**Cell placement**

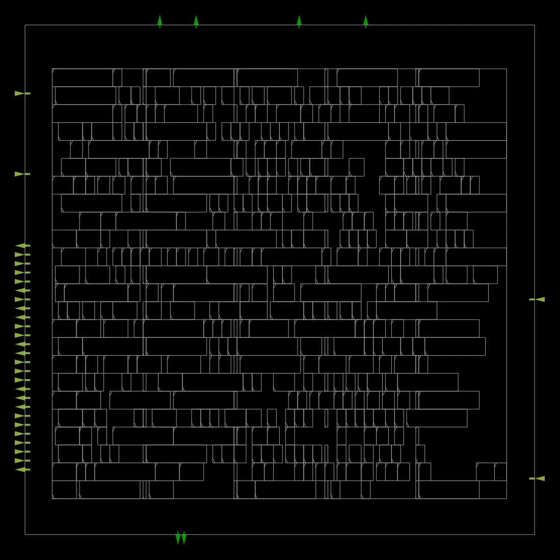
**Wiring heat map**

The die is cut into 15 by 15 equal tiles; dark blue is low, red is high, scaled to the fullest tile. Values are wire area over tile area, all layers added.
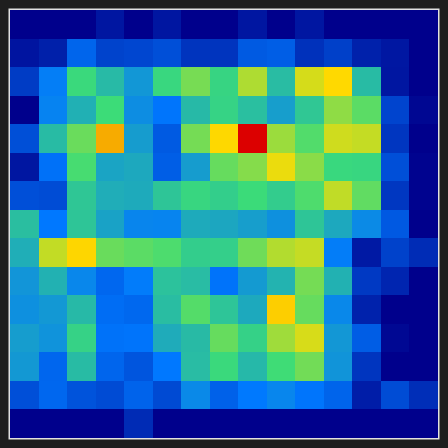
--- src/rtl/ldpc_pkg.sv ---
// Shared constants and state encoding for the LDPC decoder front-end arbiter.
package ldpc_pkg;

    localparam int unsigned FRAME_LEN   = 9216;
    localparam int unsigned DW          = 6;
    localparam int unsigned TMO_CYC_DEF = 65535;
    localparam int unsigned CNT_W       = 14;
    localparam int unsigned TMO_W       = 16;

    localparam logic RATE_12 = 1'b0;
    localparam logic RATE_34 = 1'b1;

    typedef enum logic [1:0] {
        IDLE = 2'd0,
        WAIT = 2'd1,
        LOAD = 2'd2
    } arb_state_e;

    function automatic logic [1:0] onehot2(input logic id);
        return id ? 2'b10 : 2'b01;
    endfunction

endpackage

--- src/rtl/ldpc_tag_fifo.sv ---
// Two-entry, one-bit FIFO carrying the source id of each frame handed to the decoder.
module ldpc_tag_fifo (
    input  logic clk_i,
    input  logic rst_n_i,
    input  logic push_i,
    input  logic push_id_i,
    input  logic pop_i,
    output logic head_o,
    output logic full_o,
    output logic empty_o
);

    logic [1:0] mem_q, mem_d;
    logic [1:0] cnt_q, cnt_d;
    logic       wr_q, wr_d;
    logic       rd_q, rd_d;
    logic       do_push, do_pop;

    always_comb begin
        empty_o = (cnt_q == 2'd0);
        full_o  = (cnt_q == 2'd2);
        do_pop  = pop_i && !empty_o;
        // a pop in the same cycle frees the slot the push needs
        do_push = push_i && (!full_o || do_pop);
        mem_d   = mem_q;
        wr_d    = wr_q;
        rd_d    = rd_q;
        cnt_d   = cnt_q;
        if (do_push) begin
            mem_d[wr_q] = push_id_i;
            wr_d        = ~wr_q;
        end
        if (do_pop) begin
            rd_d = ~rd_q;
        end
        case ({do_push, do_pop})
            2'b10:   cnt_d = cnt_q + 2'd1;
            2'b01:   cnt_d = cnt_q - 2'd1;
            default: cnt_d = cnt_q;
        endcase
    end

    assign head_o = mem_q[rd_q];

    always_ff @(posedge clk_i or negedge rst_n_i) begin
        if (!rst_n_i) begin
            mem_q <= '0;
            cnt_q <= '0;
            wr_q  <= 1'b0;
            rd_q  <= 1'b0;
        end else begin
            mem_q <= mem_d;
            cnt_q <= cnt_d;
            wr_q  <= wr_d;
            rd_q  <= rd_d;
        end
    end

endmodule

--- src/rtl/ldpc_frame_arb.sv ---
// Round-robin arbiter sharing one LDPC decoder between two soft-bit frame sources.
//  state | meaning
//  IDLE  | waiting for a ready source and a free tag slot
//  WAIT  | frame offered (bidin_rdy), waiting for decoder request or timeout
//  LOAD  | streaming FRAME_LEN LLRs from the granted source
module ldpc_frame_arb
    import ldpc_pkg::*;
#(
    parameter int unsigned TMO_CYC = TMO_CYC_DEF
) (
    input  logic          clk_i,
    input  logic          reset_n_i,
    input  logic [1:0]    src_rdy_i,
    input  logic [1:0]    src_rate_i,
    output logic [1:0]    src_rd_o,
    input  logic [DW-1:0] src_din0_i,
    input  logic [DW-1:0] src_din1_i,
    output logic [1:0]    src_done_o,
    output logic          dec_bidin_rdy_o,
    input  logic          dec_ldpc_req_i,
    output logic          dec_rate_o,
    output logic          dec_en_in_o,
    output logic [DW-1:0] dec_din_o,
    input  logic          dec_sync_out_i,
    output logic          out_src_id_o,
    output logic          out_id_vld_o,
    output logic          tmo_err_o
);

    arb_state_e       state_q, state_d;
    logic [CNT_W-1:0] cnt_q, cnt_d;
    logic [TMO_W-1:0] tmo_q, tmo_d;
    logic             id_q, id_d;
    logic             rate_q, rate_d;
    logic             rr_last_q, rr_last_d;
    logic             rd_p1_q, en_q;
    logic [DW-1:0]    din_q;
    logic             out_id_q, out_vld_q;
    logic             tag_push, tag_head, tag_full, tag_empty;

    always_comb begin
        state_d         = state_q;
        cnt_d           = cnt_q;
        tmo_d           = tmo_q;
        id_d            = id_q;
        rate_d          = rate_q;
        rr_last_d       = rr_last_q;
        src_rd_o        = 2'b00;
        src_done_o      = 2'b00;
        dec_bidin_rdy_o = 1'b0;
        tmo_err_o       = 1'b0;
        tag_push        = 1'b0;
        case (state_q)
            IDLE: begin
                if (|src_rdy_i && !tag_full) begin
                    id_d    = (&src_rdy_i) ? ~rr_last_q : src_rdy_i[1];
                    rate_d  = src_rate_i[id_d];
                    tmo_d   = '0;
                    state_d = WAIT;
                end
            end
            WAIT: begin
                dec_bidin_rdy_o = 1'b1;
                if (dec_ldpc_req_i) begin
                    cnt_d   = '0;
                    state_d = LOAD;
                end else if (tmo_q >= TMO_W'(TMO_CYC)) begin
                    // grant dropped without touching rr_last: same source wins again
                    tmo_err_o = 1'b1;
                    state_d   = IDLE;
                end else if (tmo_q != '1) begin
                    tmo_d = tmo_q + 1'b1;
                end
            end
            LOAD: begin
                src_rd_o = onehot2(id_q);
                if (cnt_q == CNT_W'(FRAME_LEN - 1)) begin
                    src_done_o = onehot2(id_q);
                    tag_push   = 1'b1;
                    rr_last_d  = id_q;
                    state_d    = IDLE;
                end else begin
                    cnt_d = cnt_q + 1'b1;
                end
            end
            default: state_d = IDLE;
        endcase
    end

    always_ff @(posedge clk_i or negedge reset_n_i) begin
        if (!reset_n_i) begin
            state_q   <= IDLE;
            cnt_q     <= '0;
            tmo_q     <= '0;
            id_q      <= 1'b0;
            rate_q    <= RATE_12;
            rr_last_q <= 1'b1;
        end else begin
            state_q   <= state_d;
            cnt_q     <= cnt_d;
            tmo_q     <= tmo_d;
            id_q      <= id_d;
            rate_q    <= rate_d;
            rr_last_q <= rr_last_d;
        end
    end

    // id_q only changes at the end of the IDLE cycle, after the tail sample is muxed
    always_ff @(posedge clk_i or negedge reset_n_i) begin
        if (!reset_n_i) begin
            rd_p1_q <= 1'b0;
            en_q    <= 1'b0;
            din_q   <= '0;
        end else begin
            rd_p1_q <= |src_rd_o;
            en_q    <= rd_p1_q;
            din_q   <= rd_p1_q ? (id_q ? src_din1_i : src_din0_i) : '0;
        end
    end

    ldpc_tag_fifo u_tag_fifo (
        .clk_i     (clk_i),
        .rst_n_i   (reset_n_i),
        .push_i    (tag_push),
        .push_id_i (id_q),
        .pop_i     (dec_sync_out_i),
        .head_o    (tag_head),
        .full_o    (tag_full),
        .empty_o   (tag_empty)
    );

    always_ff @(posedge clk_i or negedge reset_n_i) begin
        if (!reset_n_i) begin
            out_id_q  <= 1'b0;
            out_vld_q <= 1'b0;
        end else if (dec_sync_out_i) begin
            if (!tag_empty) begin
                out_id_q  <= tag_head;
                out_vld_q <= 1'b1;
            end else begin
                out_vld_q <= 1'b0;
            end
        end
    end

    assign dec_rate_o   = rate_q;
    assign dec_en_in_o  = en_q;
    assign dec_din_o    = din_q;
    assign out_src_id_o = out_id_q;
    assign out_id_vld_o = out_vld_q;

endmodule

--- config.mk ---
export PLATFORM = sky130hd
export DESIGN_NAME = ldpc_frame_arb
export DESIGN_NICKNAME = d
export VERILOG_FILES = /design/src/rtl/ldpc_pkg.sv /design/src/rtl/ldpc_tag_fifo.sv /design/src/rtl/ldpc_frame_arb.sv
export SDC_FILE = /design/constraint.sdc
export NUM_CORES = 1
export LEC_CHECK = 0
export ABC_AREA = 1
export CORE_MARGIN = 4
export CORE_UTILIZATION = 60
export CTS_CLUSTER_SIZE = 12
export DETAILED_ROUTE_END_ITERATION = 12
export PLACE_DENSITY = 0.85
export SLEW_MARGIN = 10
export SYNTH_ARGS = -nofsm -noshare
export SYNTH_HDL_FRONTEND = slang
export SYNTH_SLANG_ARGS = --single-unit
--- constraint.sdc ---
create_clock -name clk_i -period 3.65 [get_ports clk_i]
set_input_delay 0.365 -clock clk_i [delete_from_list [all_inputs] [get_ports clk_i]]
set_output_delay 0.365 -clock clk_i [all_outputs]
set_load 0.02 [all_outputs]
==> reports/qor.yml <==
min_period_over_period: 0.7497
drive_gt1_frac: 0.07765
post-place-cells: 469
io_buffer_count: 35
cts_hold_buf: 0
start_kind: "flop"
first_iter_violations: 220
numCtsBuffers: 5
cts_tree: "yes"
ys_seq_share: 0.4424
status: "finished clean"
clock_path_buffers: 2
cts_htree_levels: 2
skew_ps: 5.859
ys_cells: 389
worstMarginPinSlew_ps: 625.7
synth_area_per_cell_um2: 7.424
yosysMostFrequentCell: "nand2_1"
grt_max_degree: 52
p_leak_nw: 1.587
clk_latency_ps: 310
dpl.hpwl_um: 4480
synth_cell_types: 32
grt_pass1_wl_um: 10760
arrival_ps: 2370
fp_util: 0.6411
syn_inst: 389
gp_congestion: 0.9771
clk_root_buffer_cell: "clkbuf_8"
required_ps: 3280
power.density_nw_per_um2: 449.3
path_max_fanout: 13
hold_class: "input pin to async pin"
rsz0062_at_grt: "no"
drc: 0
flop_cell: "dfrtp_1"
top_area_frac: 0.4333
fin_nets: 447
whs_ps: 136.6
utilization: 0.7414
edf_count: 0
fin_crit_ps: 2736
ys_warn_count: 0
diodes: 0
synth_area_um2: 2888
## Picture notes: 'cell placement'
Layout Cells excl Fill: 477
area of the core: 4504 µm²
Fillers: 354
tapcell count: 52
FP Rows: 24

## Picture notes: 'wiring heat map'
The mean over all tiles is 0.17. 18% of the tiles are over half the peak. 18% of the tiles are nearly empty. The densest ninth of the die: center. The fullest tile reaches 0.58.
vias: 2590
Total GRT Usage: 0.2235
drt wl/cell: 12.90 µm
Total Wirelength: 6154 µm

==> critical path, stage by stage, from the launching register on <==
cell             delay, ps
dfrtp_1                440
nor2_4                 330
clkinv_1               330
nor3_1                 310
clkdlybuf4s50_1        660
==> cell families after synthesis <==
logic type	after synthesis	synth area share
fa+ha+maj	3	0.01300
flops	51	0.4424
simple gates	235	0.3518
xor+xnor	11	0.03336
buf+inv	46	0.06932
compound gates	43	0.09012
==> final timing paths <==
check	from	to	slack, ps	cells past startpoint
max	state_q[0]$_DFFE_PN0P_	src_done_o[0]	910	4
min in group clk_i	u_tag_fifo.mem_q[0]$_DFFE_PN0P_	u_tag_fifo.mem_q[0]$_DFFE_PN0P_	490	2
max in group asynchronous	reset_n_i	cnt_q[5]$_DFFE_PN0P_	3080	2
min reg2reg	u_tag_fifo.mem_q[0]$_DFFE_PN0P_	u_tag_fifo.mem_q[0]$_DFFE_PN0P_	490	2
min	reset_n_i	cnt_q[13]$_DFFE_PN0P_	140	2
max reg2reg	state_q[0]$_DFFE_PN0P_	u_tag_fifo.cnt_q[1]$_DFFE_PN0P_	1290	8
==> power by group <==
| group | total (mW) | switching [mW] | internal (mW) | leakage, nW |
|---|---|---|---|---|
| Sequential | 0.771 | 0.110 | 0.661 | 0.604 |
| Combinational | 0.396 | 0.230 | 0.166 | 0.934 |
| Clock | 0.334 | 0.196 | 0.138 | 0.0485 |
==> metrics by stage <==
| step | power [mW] | setup WS, ps |
|---|---|---|
| 3_3_place_gp | 1.150 | 1292 |
| 2_1_floorplan | 1.032 | 1655 |
| 4_1_cts | 1.512 | 908.7 |
| 3_5_place_dp | 1.174 | 1265 |
| 6_report | 1.500 | 913.5 |
| 5_1_grt | 1.612 | 739.1 |
==> flip-flops by register name (all words and copies together) (netlist names) <==
name and cells:
u_tag_fifo.wr_q 1, state_q 2, u_tag_fifo.cnt_q 2, dec_rate_o 1, tmo_q 16, out_id_vld_o 1, u_tag_fifo.rd_q 1, out_src_id_o 1
dec_en_in_o 1, cnt_q 14, dec_din_o 6, u_tag_fifo.mem_q 2, id_q 1, rd_p1_q 1, rr_last_q 1
==> cell usage in the layout, fill, tap and decap left out, types with 2 or more instances in the layout <==
master             n
a21oi_1            3
nand2_1          113
nor2_2             4
o21ai_2            5
o21ai_1           11
nand3_1           33
xnor2_1            3
xor2_1             8
o21bai_1           4
clkdlybuf4s50_1   34
nor3b_1            2
clkbuf_8           5
clkinv_1           2
nor3_1             4
ha_1               3
o21ai_0           17
nand4_1           10
dfrtp_1           50
nor2_1            59
inv_1             35
nor2_4             2
nand2_2            6
==> final cells by class <==
cell class	instances	area, µm²	share of cell area
multi-input cells	292	1410	0.4223
flip-flops and latches	51	1277	0.3825
repair buffers	36	352.8	0.1057
inverters	38	142.6	0.04271
clock buffers	5	68.82	0.02061
well taps	52	65.06	0.01948
clock inverters	3	22.52	0.006744
==> layer usage <==
layer | routed length (µm) | global-route usage | part of all wire
met5 | 0 | 0 | 0
met4 | 129 | 0.09431 | 0.021
met3 | 461 | 0.05671 | 0.075
met2 | 2678 | 0.3437 | 0.44
met1 | 2885 | 0.3027 | 0.47
Power figures rest on the tool's default switching activity, not on a simulated workload.
